$ cat src/rtl/adc_xy_pixel_mapper.sv
// ADC X/Y/RGB sample to framebuffer pixel-write mapper: two-stage scale/address pipeline,
// last-write dedup and a small output FIFO. Optional feature: ADC_XY_PIXEL_MAPPER_BLANK_FILTER_EN.
`timescale 1ns/1ps

module adc_xy_pixel_mapper #(
    parameter int ADC_DATA_BITS  = 10,
    parameter int SRAM_ADDR_BITS = 20,
    parameter int PIXEL_BITS     = 12,
    parameter int H_VISIBLE      = 640,
    parameter int V_VISIBLE      = 480,
    parameter int FIFO_DEPTH     = 4
) (
    input  logic                      clk,
    input  logic                      reset_n,
    input  logic                      s_valid,
    input  logic [ADC_DATA_BITS-1:0]  s_x,
    input  logic [ADC_DATA_BITS-1:0]  s_y,
    input  logic                      s_red,
    input  logic                      s_grn,
    input  logic                      s_blu,
    output logic                      m_valid,
    input  logic                      m_ready,
    output logic [SRAM_ADDR_BITS-1:0] m_addr,
    output logic [PIXEL_BITS-1:0]     m_pixel,
    output logic [15:0]               drop_count
);

    localparam int COLOR_BITS = PIXEL_BITS / 3;
    localparam int X_BITS     = $clog2(H_VISIBLE);
    localparam int Y_BITS     = $clog2(V_VISIBLE);
    localparam int XP_BITS    = ADC_DATA_BITS + X_BITS;
    localparam int YP_BITS    = ADC_DATA_BITS + Y_BITS;
    localparam int PTR_BITS   = $clog2(FIFO_DEPTH);
    localparam int CNT_BITS   = PTR_BITS + 1;

    logic [XP_BITS-1:0] x_prod;
    logic [YP_BITS-1:0] y_prod;

    logic              s1_valid;
    logic [X_BITS-1:0] s1_px;
    logic [Y_BITS-1:0] s1_py;
    logic              s1_red, s1_grn, s1_blu;

    logic                      s2_valid;
    logic [SRAM_ADDR_BITS-1:0] s2_addr;
    logic [PIXEL_BITS-1:0]     s2_pixel;

    logic                      rec_valid;
    logic [SRAM_ADDR_BITS-1:0] rec_addr;
    logic [PIXEL_BITS-1:0]     rec_pixel;

    logic [SRAM_ADDR_BITS-1:0] fifo_addr  [FIFO_DEPTH];
    logic [PIXEL_BITS-1:0]     fifo_pixel [FIFO_DEPTH];
    logic [PTR_BITS-1:0]       wr_ptr, rd_ptr;
    logic [CNT_BITS-1:0]       count;

    logic is_dup, is_full, blanked, push, pop, drop;

    // Product width is sized so the scaled coordinate is simply the upper X_BITS/Y_BITS bits
    assign x_prod = XP_BITS'(s_x) * XP_BITS'(H_VISIBLE);
    assign y_prod = YP_BITS'(s_y) * YP_BITS'(V_VISIBLE);

    always_ff @(posedge clk or negedge reset_n) begin
        if (!reset_n) begin
            s1_valid <= 1'b0;
            s1_px    <= '0;
            s1_py    <= '0;
            s1_red   <= 1'b0;
            s1_grn   <= 1'b0;
            s1_blu   <= 1'b0;
        end else begin
            s1_valid <= s_valid;
            s1_px    <= x_prod[XP_BITS-1:ADC_DATA_BITS];
            s1_py    <= y_prod[YP_BITS-1:ADC_DATA_BITS];
            s1_red   <= s_red;
            s1_grn   <= s_grn;
            s1_blu   <= s_blu;
        end
    end

    always_ff @(posedge clk or negedge reset_n) begin
        if (!reset_n) begin
            s2_valid <= 1'b0;
            s2_addr  <= '0;
            s2_pixel <= '0;
        end else begin
            s2_valid <= s1_valid;
            s2_addr  <= SRAM_ADDR_BITS'(s1_py) * SRAM_ADDR_BITS'(H_VISIBLE) + SRAM_ADDR_BITS'(s1_px);
            s2_pixel <= PIXEL_BITS'({{COLOR_BITS{s1_red}}, {COLOR_BITS{s1_grn}}, {COLOR_BITS{s1_blu}}});
        end
    end

`ifdef ADC_XY_PIXEL_MAPPER_BLANK_FILTER_EN
    assign blanked = (s2_pixel == '0);
`else
    assign blanked = 1'b0;
`endif

    // Full uses the registered count, so a same-cycle pop never rescues a push into a full FIFO
    assign is_dup  = rec_valid && (s2_addr == rec_addr) && (s2_pixel == rec_pixel);
    assign is_full = (count == CNT_BITS'(FIFO_DEPTH));
    assign push    = s2_valid && !blanked && !is_dup && !is_full;
    assign drop    = s2_valid && !blanked && !is_dup && is_full;
    assign pop     = m_valid && m_ready;

    always_ff @(posedge clk or negedge reset_n) begin
        if (!reset_n) begin
            rec_valid  <= 1'b0;
            rec_addr   <= '0;
            rec_pixel  <= '0;
            drop_count <= '0;
        end else begin
            if (push) begin
                rec_valid <= 1'b1;
                rec_addr  <= s2_addr;
                rec_pixel <= s2_pixel;
            end
            if (drop && drop_count != 16'hFFFF)
                drop_count <= drop_count + 16'd1;
        end
    end

    always_ff @(posedge clk or negedge reset_n) begin
        if (!reset_n) begin
            for (int i = 0; i < FIFO_DEPTH; i++) begin
                fifo_addr[i]  <= '0;
                fifo_pixel[i] <= '0;
            end
            wr_ptr <= '0;
            rd_ptr <= '0;
            count  <= '0;
        end else begin
            if (push) begin
                fifo_addr[wr_ptr]  <= s2_addr;
                fifo_pixel[wr_ptr] <= s2_pixel;
                wr_ptr             <= wr_ptr + PTR_BITS'(1);
            end
            if (pop)
                rd_ptr <= rd_ptr + PTR_BITS'(1);
            if (push && !pop)
                count <= count + CNT_BITS'(1);
            else if (pop && !push)
                count <= count - CNT_BITS'(1);
        end
    end

    assign m_valid = (count != '0);
    assign m_addr  = fifo_addr[rd_ptr];
    assign m_pixel = fifo_pixel[rd_ptr];

endmodule

$ cat config.mk
export PLATFORM = sky130hd
export DESIGN_NAME = adc_xy_pixel_mapper
export DESIGN_NICKNAME = d
export VERILOG_FILES = /design/src/rtl/adc_xy_pixel_mapper.sv
export SDC_FILE = /design/constraint.sdc
export NUM_CORES = 1
export LEC_CHECK = 0
export ABC_AREA = 1
export CAP_MARGIN = 5
export CELL_PAD_IN_SITES_DETAIL_PLACEMENT = 0
export CELL_PAD_IN_SITES_GLOBAL_PLACEMENT = 2
export CORE_ASPECT_RATIO = 0.6
export CORE_UTILIZATION = 33
export CTS_BUF_LIST = sky130_fd_sc_hd__clkbuf_4 sky130_fd_sc_hd__clkbuf_8
export CTS_CLUSTER_SIZE = 28
export DETAILED_ROUTE_END_ITERATION = 6
export PLACE_DENSITY_LB_ADDON = 0.1
export SLEW_MARGIN = 30
export SYNTH_ARGS = -nofsm -noshare
export SYNTH_HDL_FRONTEND = slang
export SYNTH_SLANG_ARGS = --single-unit
$ cat constraint.sdc
create_clock -name clk -period 2.45 [get_ports clk]
set_input_delay 0.3675 -clock clk [delete_from_list [all_inputs] [get_ports clk]]
set_output_delay 0.3675 -clock clk [all_outputs]
set_load 0.005 [all_outputs]
Fig. 1: run 1, floorplan with the power grid
Bar = 50 um. Pins as bars on the die edge.
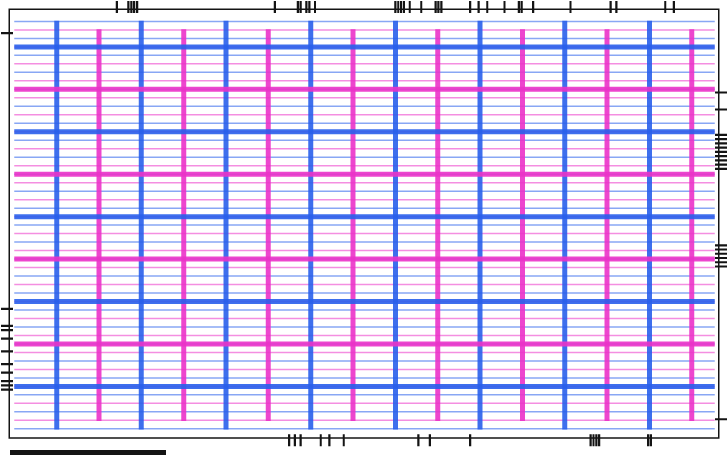
net	color
VSS	blue
VDD	magenta
rows	48
met5 straps	9

Fig. 2: run 1, placement by cell class
Bar = 50 um.
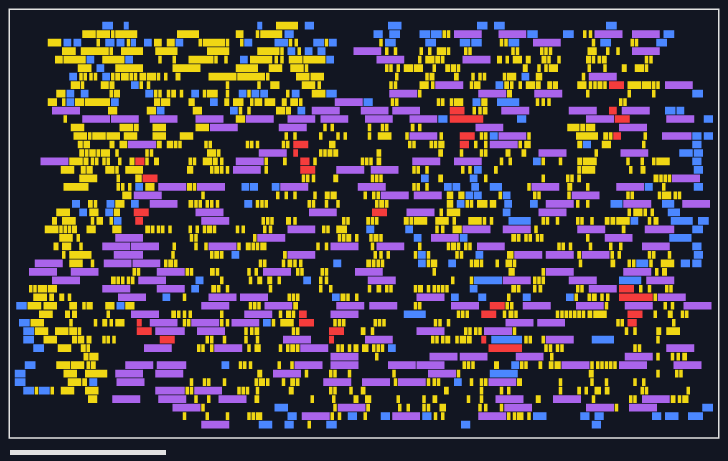
class	color	cells	share of their area
remaining logic cells	yellow	994	44%
clock drivers and dummy loads	red	32	3.4%
remaining buffers and delay cells	blue	182	14%
registers	purple	186	39%
final design utilization: 42.8%
# rows: 48
design area: 12600 sq um

==> results_dict.tcl, run 1 <==
# collected from the flow reports
set metrics [dict create \
    status "finished clean" \
    antenna_found_initial 0 \
    top_area_cell "dfrtp_1" \
    finalSetupViolations 0 \
    setup_tns_ps 0 \
    fmax_mhz 421 \
    track_usage_pct 19.4 \
    top_cell_area_share_pct 46.5 \
    grt_remaining_overflow 0 \
    hold_buffers 1 \
    rrSetupSlack_ps 110 \
    ys_warn_count 0 \
    drc_errors 0 \
    vias 8069 \
    setup_slack_ps 74.4 \
    clockBufferDepth 2 \
    placed_area_sq_um 11900 \
    wl_met3_um 922 \
    fin_hold_ws_ps 316 \
    largest_reg_flops 80 \
    drive_gt1_share_pct 14.6 \
    drv_cap 0 \
    combGateArea_sq_um 4820 \
    finalHoldViolations 0 \
    ys_cells 1227 \
    dp_hpwl_mm 19.7 \
    biggestRegsByFlops "fifo_addr: 80 flops, rec_addr: 20 flops, s2_addr: 20 flops" \
    period_used_pct 97.0 \
    xor_area_share_pct 4.11 \
    finalNonFillerCells 1794 \
    crit-reg2reg-launch "s2_addr[18]$_DFF_PN0_" \
    num-multi-input-gates 873 \
    pre_cts_ws_ps -785 \
    nClkBuffers 17 \
    yosys_area_sq_um 10000 \
    grt_pass1_vias 7842 \
    initial_core_util_pct 34.2 \
    clock_cell_area_share_pct 3.26 \
    sh_comb_area_pct 38.4 \
    cts_tree "built" \
    dieWidth_um 227 \
    ff_count 186 \
    cts_max_level 4 \
    grt_max_degree 52 \
    avgRoutedWirePerCell_um 15.8 \
    fillCellCount 3075 \
    edf_count 0 \
    cp_top_family "adder cells" \
    fp.dieH_um 137 \
    dominant_cells "multi-input combinational cells" \
    via_per_inst 4.50 \
    crit_fanout 3 \
    tap_cells 400 \
    ant_nets 0 \
    synthesis.area_sq_um 10000 \
    top_logic_kind "simple AND/OR/NAND/NOR gates" \
    r2r-end "count[1]$_DFFE_PN0P_" \
    cp-endpoint "s1_py[8]$_DFF_PN0_" \
    finalWirelength_mm 28.4 \
    endpoint_kind "register" \
    cts_inserted_buffers 17 \
    placed_cells 1754 \
    place.gp.congestion 0.773 \
    top_layer_used "met4" \
    leakagePower_nw 6.54 \
    min_path_cells 1 \
    p_total_mw 15.4 \
    seq_share_pct 37.1 \
    synth-seq-cells 186 \
    p_per_area_nw_per_um2 1230 \
    clockRootBuffer "clkbuf_8" \
    required_ps 2820 \
    avgSynthCellArea_sq_um 8.16 \
    slowest_stage "fa_1" \
    synthDistinctLibCells 31 \
    buf_share_pct 13.4 \
    ys_sh_mux_pct 0.112 \
    seq_area_sq_um 4660 \
    critPathKind "input pin to register" \
    synth-main-ff-cell "dfrtp_1" \
    hold_path.startpoint "s_blu" \
    fin_crit_ps 2380 \
    core_area_sq_um 29300 \
    met2_wirelength_mm 11.2 \
    peakVddDrop_mv 0.473 \
    fp_nets 1329 \
    crit_top_cell "inv_1" \
    wl_met1_mm 16.0 \
    cts_resized 59 \
    worst-path-buf-inv 4 \
    dr.pass1.iters 5 \
    worstPathCellList "clkdlybuf4s50_1 -> inv_1 -> fa_1 -> inv_1 -> ha_1 -> ha_1 -> inv_1 -> o21bai_1 -> a21oi_1 -> o21bai_1 -> a21oi_2 -> xnor2_1" \
    async_reset_ff_share_pct 100 \
    cp.depth 12 \
    r2r_cells 13 \
    first_iter_violations 506 \
    finalMaxSlewViolations 0 \
    arrival_ps 2740 \
    area_growth_pct 25.3 \
    portBuffers 75 \
    yosys.area_share.aoi_pct 7.05 \
    clk_pin_slew_ps 100 \
    worstSetupStartpoint "s_y[9]" \
    inv_count 121 \
    critPathMaxStageDelay_ps 480 \
    dieArea_sq_um 31100 \
    syn_inst 1227 \
    pin_count 76 \
    adder_share_pct 10.9 \
    grt_pass1_wl_mm 45.0 \
    nNonClkBuffers 182 \
    holdPathEnd "s1_blu$_DFF_PN0_" \
    cts.sinks 186 \
    rsz0062_at_grt "yes" \
    diodes 0 \
    hold_class "input pin to register" \
    final_common_cell "nand2_1" \
    ys_sh_simple_pct 24.1 \
    cp-start-kind "input pin" \
]
Fig. 3: run 1, clock distribution
Bar = 50 um.
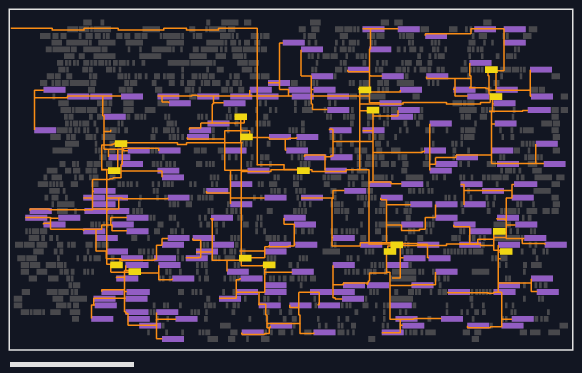
[clock-net drivers] yellow | count: 17
[flip-flops] purple | count: 186
[clock wires] orange | length: 2680 um
routed clock nets	18
Clock Power Share: 14.3%
Latency at later pin: 480 ps
clk pwr: 2.20 mW
Clock Skew: 9.90 ps

==> run 1: synth_stat cells (all sizes together) (2+ instances only) <==
cell type and instances:
dfrtp 186, ha 55, inv 121, fa 20, a21o 2, o21bai 3, nand2 475, a21oi 23
nand3 26, buf 29, or2 3, clkbuf 18, xor2 35, o211ai 2, nor3 13, o22ai 23
nor2 89, nand4 11, xnor2 12, o21ai 76
==> run 1: metal layers <==
layer | up-vias | global-route usage, %
met4 | 0 | 4.50
met2 | 106 | 26.3
li1 | 4124 | -
met5 | - | 0
met1 | 3825 | 31.0
met3 | 14 | 3.33
==> run 1: report_power, final <==
group	internal (mW)	leakage, nW	switching, mW	total, mW
logic	3.57	4.04	4.53	8.10
clock network	1.01	0.198	1.20	2.20
registers	4.30	2.30	0.831	5.13
==> inputs of run 2 (changes only) <==
- SKIP_LAST_GASP: not set -> 1
Fig. 4: run 2, placement by cell class
Bar = 50 um.
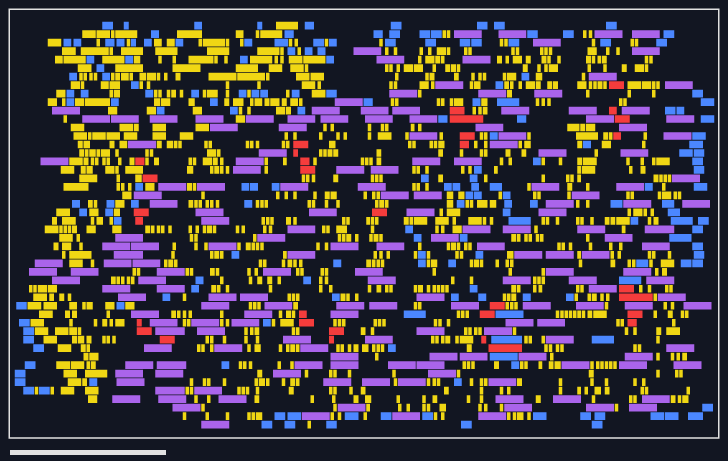
class	color	cells	share of their area
remaining logic cells	yellow	994	44%
clock drivers and dummy loads	red	32	3.4%
remaining buffers and delay cells	blue	183	14%
registers	purple	186	39%
final design utilization: 43.0%
design area: 12600 sq um
Core ar.: 29300 sq um

==> run 2 against run 1 <==
Fmax decreased by 3.0%. Utilization increased by 0.17 points. Worst setup slack got worse by 72 ps. Sequential share of layout area decreased by 0.16 points. Largest power group unchanged.
==> results_dict.tcl, run 2 <==
# collected from the flow reports
set metrics [dict create \
    wl_met3_um 844 \
    pwr-share-seq_pct 32.7 \
    via_per_inst 4.52 \
    status "finished clean" \
    fmax_mhz 408 \
    finalSetupViolations 0 \
    clockRootBuffer "clkbuf_8" \
    pre_cts_ws_ps -785 \
    drv_cap 0 \
    holdPathEnd "s1_blu$_DFF_PN0_" \
    rrSetupSlack_ps 90 \
    grt_pass1_vias 7837 \
    p_total_mw 15.7 \
    dieArea_sq_um 31100 \
    grtUsageMet3_pct 3.33 \
    clock_skew_ps 9.29 \
    busiest_layer "met1" \
    internal_power_mw 9.09 \
    finalHoldViolations 0 \
    rsz0062_at_grt "yes" \
    fp_nets 1329 \
    clock_power_mw 2.21 \
    track_usage_pct 19.3 \
    dieWidth_um 227 \
    biggestRegsByFlops "fifo_addr: 80 flops, rec_addr: 20 flops, s2_addr: 20 flops" \
    setup_slack_ps 1.86 \
    crit_fanout 16 \
    worstSetupStartpoint "rd_ptr[0]$_DFFE_PN0P_" \
    pin_count 76 \
    top_cell_area_share_pct 46.5 \
    p_comb_share_pct 53.2 \
    r2r_cells 12 \
    p_comb_mw 8.33 \
    synth-seq-cells 186 \
    fin_crit_ps 2450 \
    maxPowerGroup "combinational logic" \
    cp-start-kind "register" \
    ys_warn_count 0 \
    met2_usage_pct 26.2 \
    syn_inst 1227 \
    peakVddDrop_mv 0.473 \
    grtUsageMet1_pct 31.0 \
    top_layer_used "met4" \
    wl_met1_mm 16.1 \
    p_per_area_nw_per_um2 1240 \
    placed_area_sq_um 11900 \
    critPathMaxStageDelay_ps 550 \
    period_used_pct 99.9 \
    pwr-share-clk_pct 14.1 \
    cp-endpoint "m_pixel[7]" \
    finalWirelength_mm 28.3 \
    fillCellCount 3066 \
    cp.depth 5 \
    fin_hold_ws_ps 314 \
    ys_cells 1227 \
    grt_pass1_wl_mm 44.9 \
    fp.dieH_um 137 \
    worst-path-buf-inv 3 \
    finalMaxSlewViolations 0 \
    largest_reg_flops 80 \
    cts_max_level 4 \
    p_seq_mw 5.13 \
    avgRoutedWirePerCell_um 15.8 \
    cts_inserted_buffers 17 \
    num_rows 48 \
    antenna_found_initial 0 \
    finalNonFillerCells 1795 \
    diodes 0 \
]
[run 2: cell counts after synthesis]
No cell type changed its count.
[run 2: kinds of logic (layout without fill, tap and decap cells)]
family | count (synthesis) | in the layout | share of synthesized area, %
buffers and inverters | 168 | 336 | 7.22
adder cells (fa/ha/maj) | 75 | 75 | 10.9
AND-OR/OR-AND | 131 | 131 | 7.05
XOR/XNOR | 47 | 47 | 4.11
AND/OR/NAND/NOR | 618 | 618 | 24.1
multiplexers | 1 | 1 | 0.112
flip-flops | 186 | 186 | 46.5
other | 1 | 1 | 0.0374
[run 2: area by class of cell]
class,instances,area [sq um],area share [%]
tap,400,500,3.97
clock buffer,17,234,1.86
sequential,186,4660,37.0
inverter,121,470,3.73
clock inverter,15,175,1.39
multi-input combinational,873,4830,38.3
timing repair buffer,183,1730,13.8
Power is estimated from default activity; no workload was simulated.
